==> run_1/layer_met1.png <==
Drawn at 3 px/micron. Supply wires on this layer in grey. Cells faint in the background.
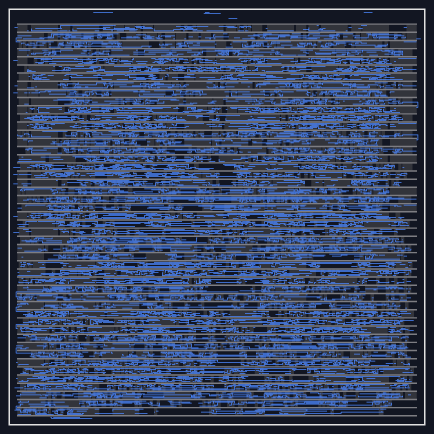
==> run_1/layer_met2.png <==
Drawn at 3 px/micron.
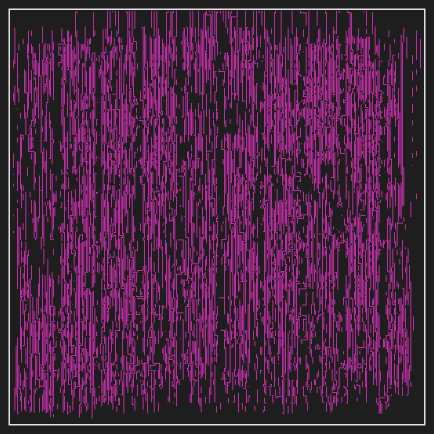
==> run_1/layer_met3.png <==
Drawn at 4 px/micron. Cells faint in the background.
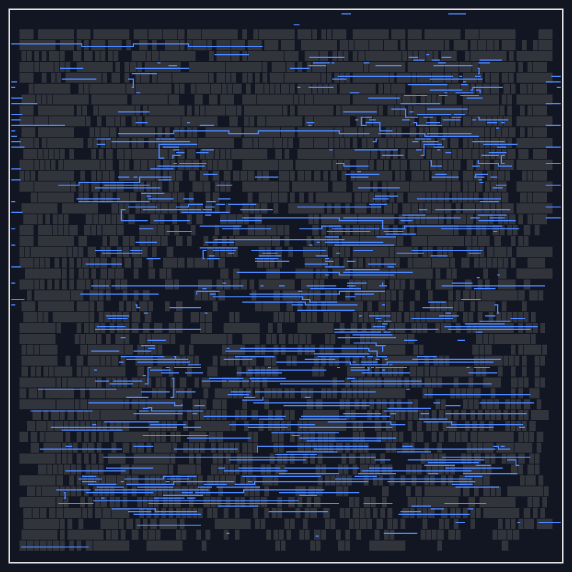
===== config.mk =====
export PLATFORM = sky130hd
export DESIGN_NAME = fmul_sig_iter
export DESIGN_NICKNAME = d
export VERILOG_FILES = /design/src/rtl/fmul_sig_iter.sv
export SDC_FILE = /design/constraint.sdc
export NUM_CORES = 1
export LEC_CHECK = 0
export ABC_AREA = 1
export ABC_CLOCK_PERIOD_IN_PS = 6600
export CORE_MARGIN = 2
export CORE_UTILIZATION = 66
export DETAILED_ROUTE_END_ITERATION = 10
export PLACE_DENSITY = 0.88
export SYNTH_ARGS = -nofsm -noshare
export SYNTH_HDL_FRONTEND = slang
export SYNTH_SLANG_ARGS = --single-unit
export TNS_END_PERCENT = 1

===== constraint.sdc =====
create_clock -name clk -period 6.6 [get_ports clk]
set_input_delay 0.66 -clock clk [delete_from_list [all_inputs] [get_ports clk]]
set_output_delay 0.66 -clock clk [all_outputs]
set_load 0.02 [all_outputs]

===== src/rtl/fmul_sig_iter.sv =====
// fmul_sig_iter: sequential radix-2 shift-add significand multiplier.
// Forms the full 2*MANT_W-bit product one multiplier bit per clock, then
// normalizes and rounds to nearest-even and presents the mantissa together
// with normalization / rounding-carry flags on a valid/ready handshake.
module fmul_sig_iter #(
  parameter int MANT_W = 24
) (
  input  logic              clk,
  input  logic              rst_n,
  input  logic              in_valid,
  output logic              in_ready,
  input  logic [MANT_W-1:0] sig_a,
  input  logic [MANT_W-1:0] sig_b,
  output logic              out_valid,
  input  logic              out_ready,
  output logic [MANT_W-1:0] mant,
  output logic              norm_shift,
  output logic              rnd_carry,
  output logic              inexact,
  output logic              zero
);

  localparam int PW = 2 * MANT_W;
  localparam int CW = $clog2(MANT_W + 1);
  localparam logic [CW-1:0] LAST = CW'(MANT_W - 1);

  typedef enum logic [1:0] {S_IDLE, S_MUL, S_ROUND, S_DONE} state_t;

  state_t            r_state;
  state_t            w_state_nxt;
  logic              w_in_ready_nxt;
  logic              w_out_valid_nxt;
  logic              r_in_ready;
  logic              r_out_valid;
  logic [MANT_W-1:0] r_mcand;
  logic [MANT_W-1:0] r_mplier;
  logic [PW-1:0]     r_p;
  logic [CW-1:0]     r_count;
  logic [MANT_W-1:0] r_mant;
  logic              r_norm;
  logic              r_carry;
  logic              r_inexact;
  logic              r_zero;

  // Normalize and round-to-nearest-even the raw product.
  // Result packing: {mant, norm_shift, rnd_carry, inexact, zero}.
  function automatic logic [MANT_W+3:0] round_rne(input logic [PW-1:0] p);
    logic [MANT_W-1:0] top;
    logic              guard;
    logic              sticky;
    logic              norm;
    logic              inc;
    logic [MANT_W:0]   sum;
    logic              carry;
    logic [MANT_W-1:0] m;
    norm = p[PW-1];
    if (norm) begin
      top    = p[PW-1:MANT_W];
      guard  = p[MANT_W-1];
      sticky = |p[MANT_W-2:0];
    end else begin
      top    = p[PW-2:MANT_W-1];
      guard  = p[MANT_W-2];
      sticky = |p[MANT_W-3:0];
    end
    inc   = guard & (sticky | top[0]);
    sum   = {1'b0, top} + {{MANT_W{1'b0}}, inc};
    carry = sum[MANT_W];
    // A carry out of the mantissa means top was all ones: result is 1.000...
    m     = carry ? {1'b1, {(MANT_W-1){1'b0}}} : sum[MANT_W-1:0];
    if (p == '0)
      return {{MANT_W{1'b0}}, 4'b0001};
    return {m, norm, carry, guard | sticky, 1'b0};
  endfunction

  // State register
  always_ff @(posedge clk or negedge rst_n) begin
    if (!rst_n) r_state <= S_IDLE;
    else        r_state <= w_state_nxt;
  end

  // Next-state decode
  always_comb begin
    w_state_nxt = r_state;
    case (r_state)
      S_IDLE:  if (in_valid && r_in_ready) w_state_nxt = S_MUL;
      S_MUL:   if (r_count == LAST)        w_state_nxt = S_ROUND;
      S_ROUND:                             w_state_nxt = S_DONE;
      S_DONE:  if (out_ready)              w_state_nxt = S_IDLE;
      default:                             w_state_nxt = S_IDLE;
    endcase
  end

  // Handshake outputs for the upcoming state (registered below)
  always_comb begin
    w_in_ready_nxt  = (w_state_nxt == S_IDLE);
    w_out_valid_nxt = (w_state_nxt == S_DONE);
  end

  // Register the handshake outputs so no input reaches an output combinationally
  always_ff @(posedge clk or negedge rst_n) begin
    if (!rst_n) begin
      r_in_ready  <= 1'b1;
      r_out_valid <= 1'b0;
    end else begin
      r_in_ready  <= w_in_ready_nxt;
      r_out_valid <= w_out_valid_nxt;
    end
  end

  // Operand latch, shift-add accumulation and rounded result capture
  always_ff @(posedge clk or negedge rst_n) begin
    if (!rst_n) begin
      r_mcand   <= '0;
      r_mplier  <= '0;
      r_p       <= '0;
      r_count   <= '0;
      r_mant    <= '0;
      r_norm    <= 1'b0;
      r_carry   <= 1'b0;
      r_inexact <= 1'b0;
      r_zero    <= 1'b0;
    end else begin
      case (r_state)
        S_IDLE: begin
          if (in_valid && r_in_ready) begin
            r_mcand  <= sig_a;
            r_mplier <= sig_b;
            r_p      <= '0;
            r_count  <= '0;
          end
        end
        S_MUL: begin
          if (r_mplier[0])
            r_p <= r_p + ({{MANT_W{1'b0}}, r_mcand} << r_count);
          r_mplier <= r_mplier >> 1;
          r_count  <= r_count + CW'(1);
        end
        S_ROUND: begin
          {r_mant, r_norm, r_carry, r_inexact, r_zero} <= round_rne(r_p);
        end
        default: ;
      endcase
    end
  end

  assign in_ready   = r_in_ready;
  assign out_valid  = r_out_valid;
  assign mant       = r_mant;
  assign norm_shift = r_norm;
  assign rnd_carry  = r_carry;
  assign inexact    = r_inexact;
  assign zero       = r_zero;

endmodule


==> reports/results.ini, run 1 <==
[clock_network]
post_cts_resized=0
ctsHoldBuffers=0
clock_latency_ns=0.44
cts_tree=yes
h-tree-depth=4

[synth]
ys_ff=133
syn-num-nets=2095
ys_area_sq_um=11800
synthSimpleGateAreaFrac_pct=42.0
syn_inst=1992
logic_family=simple AND/OR/NAND/NOR gates
yosysSeqAreaShare_pct=28.1
synth_area_leader_cell=dfrtp_1
ys_types=52
ys.flop_type=dfrtp_1

[layout]
num_antenna_cells=0
clkbuf_count=18
lay_top_cells=nand2_1 (778), inv_1 (257), nor2_1 (180)
seq-cell-share_pct=25.1
regArea_sq_um=3330
lay_top_count=nand2_1
fin_cells=2273
logic_area_sq_um=7200
clock_area_share_pct=4.38
syn2layout_area_growth_pct=12.0
fill_cells=1383
fin_area_sq_um=13300

[placed_design]
io_buffers=81
placed_area_sq_um=12700
dp.cells=2241
gp_congestion=1.09

[final_timing]
min_period_over_period_pct=72.1
hold_viol=0
fin_ws_ns=1.84
setup_viol=0
fin_setup_tns_ns=0
drv_slew=0

[route]
vias=13600
dr.pass1.iters=9
routed-wl-met3_microns=4390
ant_nets=0
dr.max_layer_used=met5

[floorplan]
rows=48
die_w_microns=138
die_h_microns=138
ios=82

[job]
max-cap-violations=0

[setup_path]
crit_type=reg -> reg
crit_path_frequent_cell=nand2_1
cp.required_ns=6.92
worstPathArrival_ns=5.07
critPathSlowestCell=dfrtp_1
path_buffers=2

[global_routing]
met2_usage_pct=68.0
grt_most_used_layer=met2
grt_first_pass_wirelength_microns=62800
grt_max_degree=73
grt.met1_usage_pct=55.3

[status]
outcome=finished, final reports clean

Notes on layer_met1.png above:
nets with wire on the layer: 2,026
share of all routed wire: 38%

Notes on layer_met2.png above:
longest straight run: 57.3 microns
share of all routed wire: 45%
main direction: vertical
nets with wire on the layer: 1,757

Notes on layer_met3.png above:
main direction: horizontal
share of all routed wire: 11%
nets with wire on the layer: 355
wire length on this layer: 4,390 microns

[run 1: worst paths after layout]
kind | startpoint | endpoint | slack (ns) | cells past startpoint
max reg2reg | r_count[4] | r_p[35] | 1.84 | 15
max | r_count[4] | r_p[35] | 1.84 | 15
min reg2reg | mant[23] | mant[23] | 0.48 | 2
min in group clk | mant[23] | mant[23] | 0.48 | 2
max in group asynchronous | rst_n | r_p[27] | 4.99 | 2
min | rst_n | r_p[45] | 0.24 | 1
[run 1: cells by family after synthesis]
| kind of cell | count (synthesis) |
|---|---|
| simple gates | 1201 |
| compound gates | 258 |
| buf+inv | 333 |
| fa+ha+maj | 51 |
| mux | 7 |
| flops | 133 |
| xor+xnor | 9 |
==> run_1/layer_met4.png <==
Drawn at 3 px/micron. Supply wires on this layer in grey. Cells faint in the background.
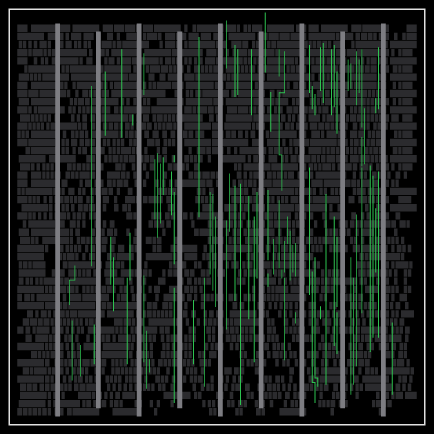

--- run 2 (diff from run 1) ---
ABC_CLOCK_PERIOD_IN_PS = 4550   (was 6600)
CORE_UTILIZATION = 61   (was 66)
PLACE_DENSITY = 0.82   (was 0.88)
clock period = 4.55 ns   (was 6.6 ns; I/O delays follow)
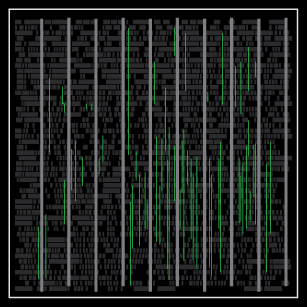
(run_2/layer_met4.png)
Drawn at 2 px/micron. Supply wires on this layer in grey. Cells faint in the background.
wire length on this layer: 1,720 microns
main direction: vertical
nets with wire on the layer: 51
longest straight run: 76.2 microns
share of all routed wire: 4.6%

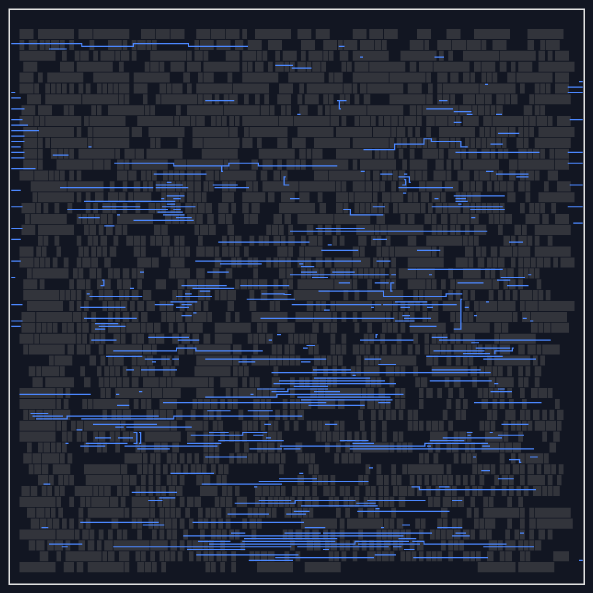
(run_2/layer_met3.png)
Drawn at 4 px/micron. Cells faint in the background.
main direction: horizontal
wire length on this layer: 2,970 microns

==> run 2 against run 1 <==
Net effect: sequential share of layout area shrank 0.21 points; count of clock-buffer cells in the layout shrank 1; die size grew 8.0%; via count shrank 4.4%; utilization shrank 5.4 points; critical path depth grew 6; register-to-register slack lost 1.5 ns; synthesized cell count is the same; area after synthesis is the same; cell count grew 2.0%; critical path type unchanged.
==> reports/results.ini, run 2 <==
[final_timing]
fin_setup_tns_ns=0  ; unchanged
min_period_over_period_pct=91.4  ; +19 points
fin_ws_ns=0.392  ; -1.45 ns
drv_slew=0  ; unchanged
setup_viol=0  ; unchanged
hold_viol=0  ; unchanged

[setup_path]
timing.reg2reg.setup_slack_ns=0.39  ; -1.45 ns
cp-endpoint=r_p[39]
worstPathArrival_ns=4.47  ; -0.60 ns
reg2reg_to=r_p[39]
crit_type=reg -> reg
cp-startpoint=r_count[0]
endpoint_kind=flip-flop
r2r_start=r_count[0]
cp.required_ns=4.87  ; -2.05 ns

[placed_design]
placed_area_sq_um=12800  ; +1.0%
dp.cells=2286  ; +2.0%
gp_congestion=1.08  ; -0.35%

[clock_network]
ctsHoldBuffers=0  ; unchanged
post_cts_resized=0  ; unchanged
clock_sinks=133
clock_latency_ns=0.44  ; about the same
h-tree-depth=4  ; unchanged

[synth]
ys_types=52  ; unchanged
ys_ff=133  ; unchanged
synth_area_leader_cell=dfrtp_1
syn-num-nets=2095  ; unchanged
topCellsByArea=dfrtp_1 (28%), nand2_1 (25%), inv_1 (8.1%)
ys.flop_type=dfrtp_1
syn_inst=1992  ; unchanged
ys_area_sq_um=11800  ; unchanged
yosysSeqAreaShare_pct=28.1  ; unchanged

[layout]
fill_cells=1753  ; +27%
regArea_sq_um=3330  ; unchanged
bufAreaShareNonClock_pct=7.02
logic_area_sq_um=7210  ; +0.10%
num_antenna_cells=0  ; unchanged
fin_area_sq_um=13400  ; +0.83%
seq-cell-share_pct=24.9  ; -0.21 points
lay_top_count=nand2_1
syn2layout_area_growth_pct=12.9
clock_area_share_pct=4.23  ; -0.16 points
fin_cells=2318  ; +2.0%
clkbuf_count=17  ; -1

[global_routing]
grt.met1_usage_pct=49.3  ; -6.0 points
met2_usage_pct=59.7  ; -8.2 points
grt_first_pass_wirelength_microns=59900  ; -4.6%
grt_max_degree=78  ; +6.8%
grt_most_used_layer=met2

[job]
max-cap-violations=0  ; unchanged

[floorplan]
rows=50  ; +4.2%
die_h_microns=143  ; +3.9%
ios=82  ; unchanged

[route]
dr.max_layer_used=met4
ant_nets=0  ; unchanged
vias=13000  ; -4.4%
routed-wl-met3_microns=2970  ; -32%

[min_path]
min_path_type=in -> async

[status]
outcome=finished, final reports clean

## run 2: cell counts after synthesis
Identical to the previous run, type by type.
## run 2: cell families after synthesis
group	count (synthesis)	synth area share, %
buf+inv	333	11.2
simple gates	1201	42.0
flops	133	28.1
fa+ha+maj	51	5.45
mux	7	0.591
compound gates	258	12.0
xor+xnor	9	0.665
## run 2: worst max-delay path, stage by stage, from the launching register on
cell      delay (ns)
dfrtp_1         0.60
inv_2           0.28
nand2_1         0.11
and2_0          0.17
nand2_1         0.06
o21ai_0         0.10
o21ai_0         0.20
or2_2           0.33
nand3_1         0.08
o21ai_0         0.15
ha_1            0.43
nand2_1         0.13
nor2_1          0.16
inv_1           0.07
nor2_1          0.34
nand3_1         0.14
nand3b_1        0.26
nand2_1         0.15
nand2_1         0.08
nand2_1         0.04
nand3_1         0.06
nand2_1         0.08
==> run_2/layer_met1.png <==
Drawn at 3 px/micron. Supply wires on this layer in grey. Cells faint in the background.
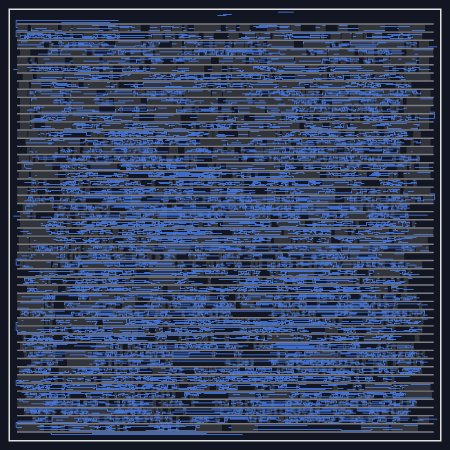

--- run 3 (diff from run 2) ---
CORE_ASPECT_RATIO = 1.1   (was default)
SLEW_MARGIN = 10   (was default)
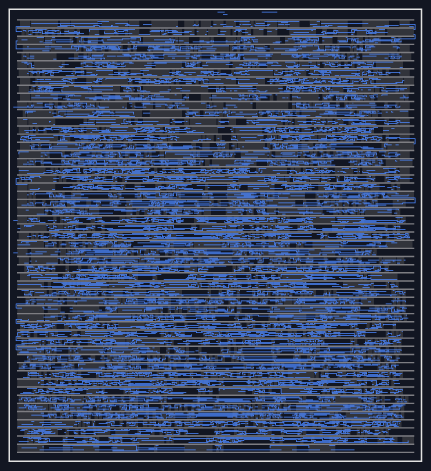
(run_3/layer_met1.png)
Drawn at 3 px/micron. Supply wires on this layer in grey. Cells faint in the background.
wire length on this layer: 15,800 microns
longest straight run: 63.0 microns
share of all routed wire: 41%

==> run 3 against run 2 <==
Net effect: register-to-register slack better by 0.22 ns; global-route usage rose by 0.34 points; first-iteration DRC count up 5.7%; utilization shrank 0.59 points; routed wire length increased by 1.2%; clock skew shrank 0.0012 ns; count of clock-buffer cells in the layout grew 1; die size is essentially flat; flip-flop count did not move.
==> reports/results.ini, run 3 <==
[route]
drtIter0Drc=1455
dr.pass1.iters=7
via_per_inst=5.67
ant_nets=0  ; unchanged

[layout]
fill_cells=1769  ; +0.91%
drive_gt1_share_pct=5.01
regArea_sq_um=3330  ; unchanged
clkbuf_count=18  ; +1
num_antenna_cells=0  ; unchanged
syn2layout_area_growth_pct=13.2
logic_area_sq_um=7210  ; unchanged
lay_top_count=nand2_1
nets=2146
seq-cell-share_pct=24.8  ; -0.061 points
final_util_pct=70.2
bufAreaShareNonClock_pct=6.89  ; -0.13 points
clock_area_share_pct=4.69  ; +0.47 points
fin_area_sq_um=13400  ; +0.24%

[placed_design]
placed_area_sq_um=12800  ; -0.24%
gp_congestion=1.05  ; -3.4%

[synth]
common_cells=nand2_1 (778), inv_1 (257), nor2_1 (181)
logic_family=simple AND/OR/NAND/NOR gates
synthSimpleGateAreaFrac_pct=42.0  ; unchanged
syn-num-nets=2095  ; unchanged
ys_types=52  ; unchanged
synth-compound-area-share_pct=12.0  ; unchanged
synth_top_area_share_pct=27.9
topCellsByArea=dfrtp_1 (28%), nand2_1 (25%), inv_1 (8.1%)
ys.flop_type=dfrtp_1
ys_area_sq_um=11800  ; unchanged
adder_share_pct=5.45  ; unchanged
yosysSeqAreaShare_pct=28.1  ; unchanged
syn_inst=1992  ; unchanged
synthMuxAreaShare_pct=0.591  ; unchanged
xor_area_share_pct=0.665  ; unchanged
ys_ff=133  ; unchanged
synth_area_leader_cell=dfrtp_1

[setup_path]
start_kind=flip-flop
crit_path_frequent_cell=nand2_1
cp.depth=18  ; -14%
rr_worst_depth=18
critPathSlowestCell=inv_1
crit_type=reg -> reg
max_stage_delay_ns=0.57  ; -0.03 ns
worstPathArrival_ns=4.25  ; -0.22 ns
path_cells=inv_1, nand3_1, nand3_1, o21ai_0, or2_2, nand3_1, nand2_1, ha_1, nand2_1, nor2_1, and2_1, nand4_1, nand3b_1, nand2_1, nand2_1, nand2_1, nand3_1, nand2_1
critical-path-top-delay-family=simple AND/OR/NAND/NOR gates
path_buffers=1  ; -1
cp.required_ns=4.86  ; about the same
endpoint_kind=flip-flop

[final_timing]
fmax_mhz=254
hold_viol=0  ; unchanged
worst_slew_pin_slew_ns=1.11
fin_setup_tns_ns=0  ; unchanged
setup_viol=0  ; unchanged
drv_slew=0  ; unchanged
finalClockSkew_ns=0.0107
min_period_over_period_pct=86.6  ; -4.8 points

[clock_network]
post_cts_resized=0  ; unchanged
clock_latency_ns=0.43  ; about the same
h-tree-depth=4  ; unchanged
cts_setup_buffers=0
ctsHoldBuffers=0  ; unchanged
clock_sinks=133  ; unchanged

[floorplan]
ios=82  ; unchanged
die_h_microns=150  ; +4.7%
chipArea_sq_um=20600
rows=53  ; +6.0%
num_tap_cells=247

[status]
outcome=finished, final reports clean

[min_path]
min_path_type=in -> async

[global_routing]
grt_first_pass_wirelength_microns=59800  ; about the same
grt_max_degree=101  ; +29%
grt_use_total_pct=37.5

[job]
max-cap-violations=0  ; unchanged

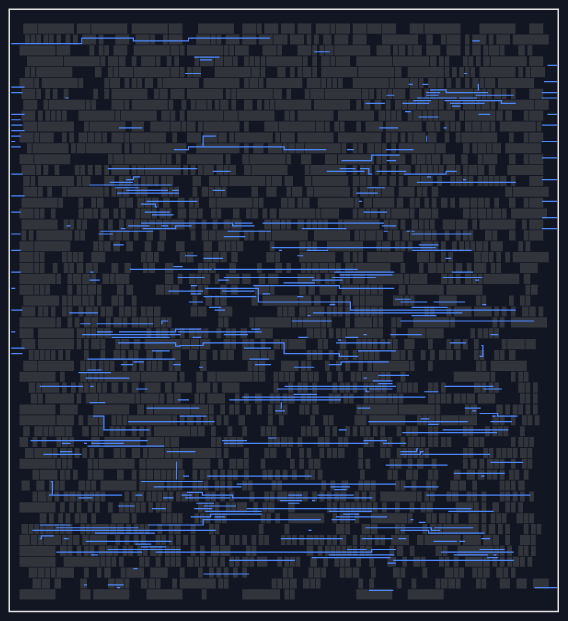
(run_3/layer_met3.png)
Drawn at 4 px/micron. Cells faint in the background.
GRT met3 Usage: 7.00%
Routed WL: 38,000 microns
vias: 13,100

-- run 3: final timing paths --
check,from,to,slack (ns)
max,r_count[1],r_p[36],0.61
min,rst_n,r_p[43],0.08
max reg2reg,r_count[1],r_p[36],0.61
min reg2reg,mant[20],mant[20],0.48
max in group asynchronous,rst_n,r_count[0],3.42
min in group clk,mant[20],mant[20],0.48
-- run 3: stage by stage --
stage                     setup slack, ns  std cells  hold slack (ns)
after global routing                0.318       2303            0.202
final                               0.611       2303           0.0810
after global placement              0.793       2271            0.463
after detailed placement            0.762       2271            0.465
after CTS                           0.751       2303            0.172
after floorplan                      1.65       1992            0.159
-- run 3: layer usage --
layer	GRT usage (%)	routed length [microns]
met2	60.7	17600
met3	7.00	2980
met4	15.5	1660
met1	49.5	15800
met5	0	0

==> notes/layouts.md <==
Pictures saved along the way, in no particular order.

Congestion heat map.
picture 1
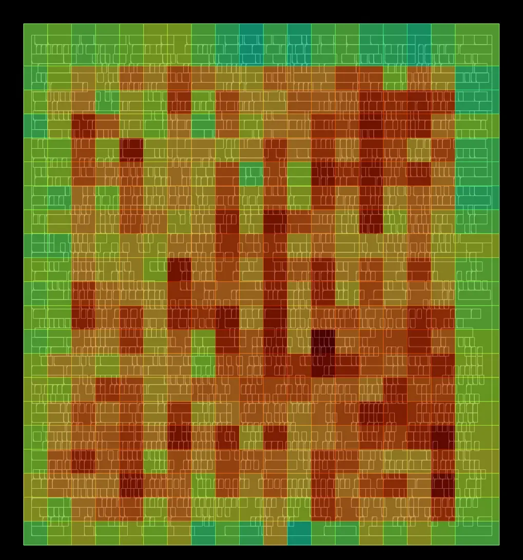
picture 2
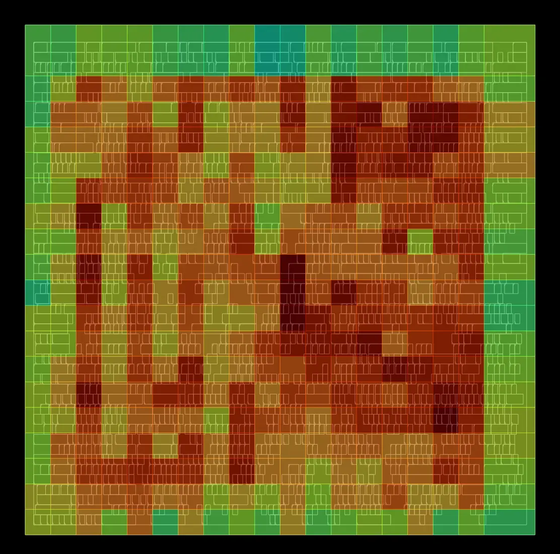
picture 1 -> run 3
picture 2 -> run 1

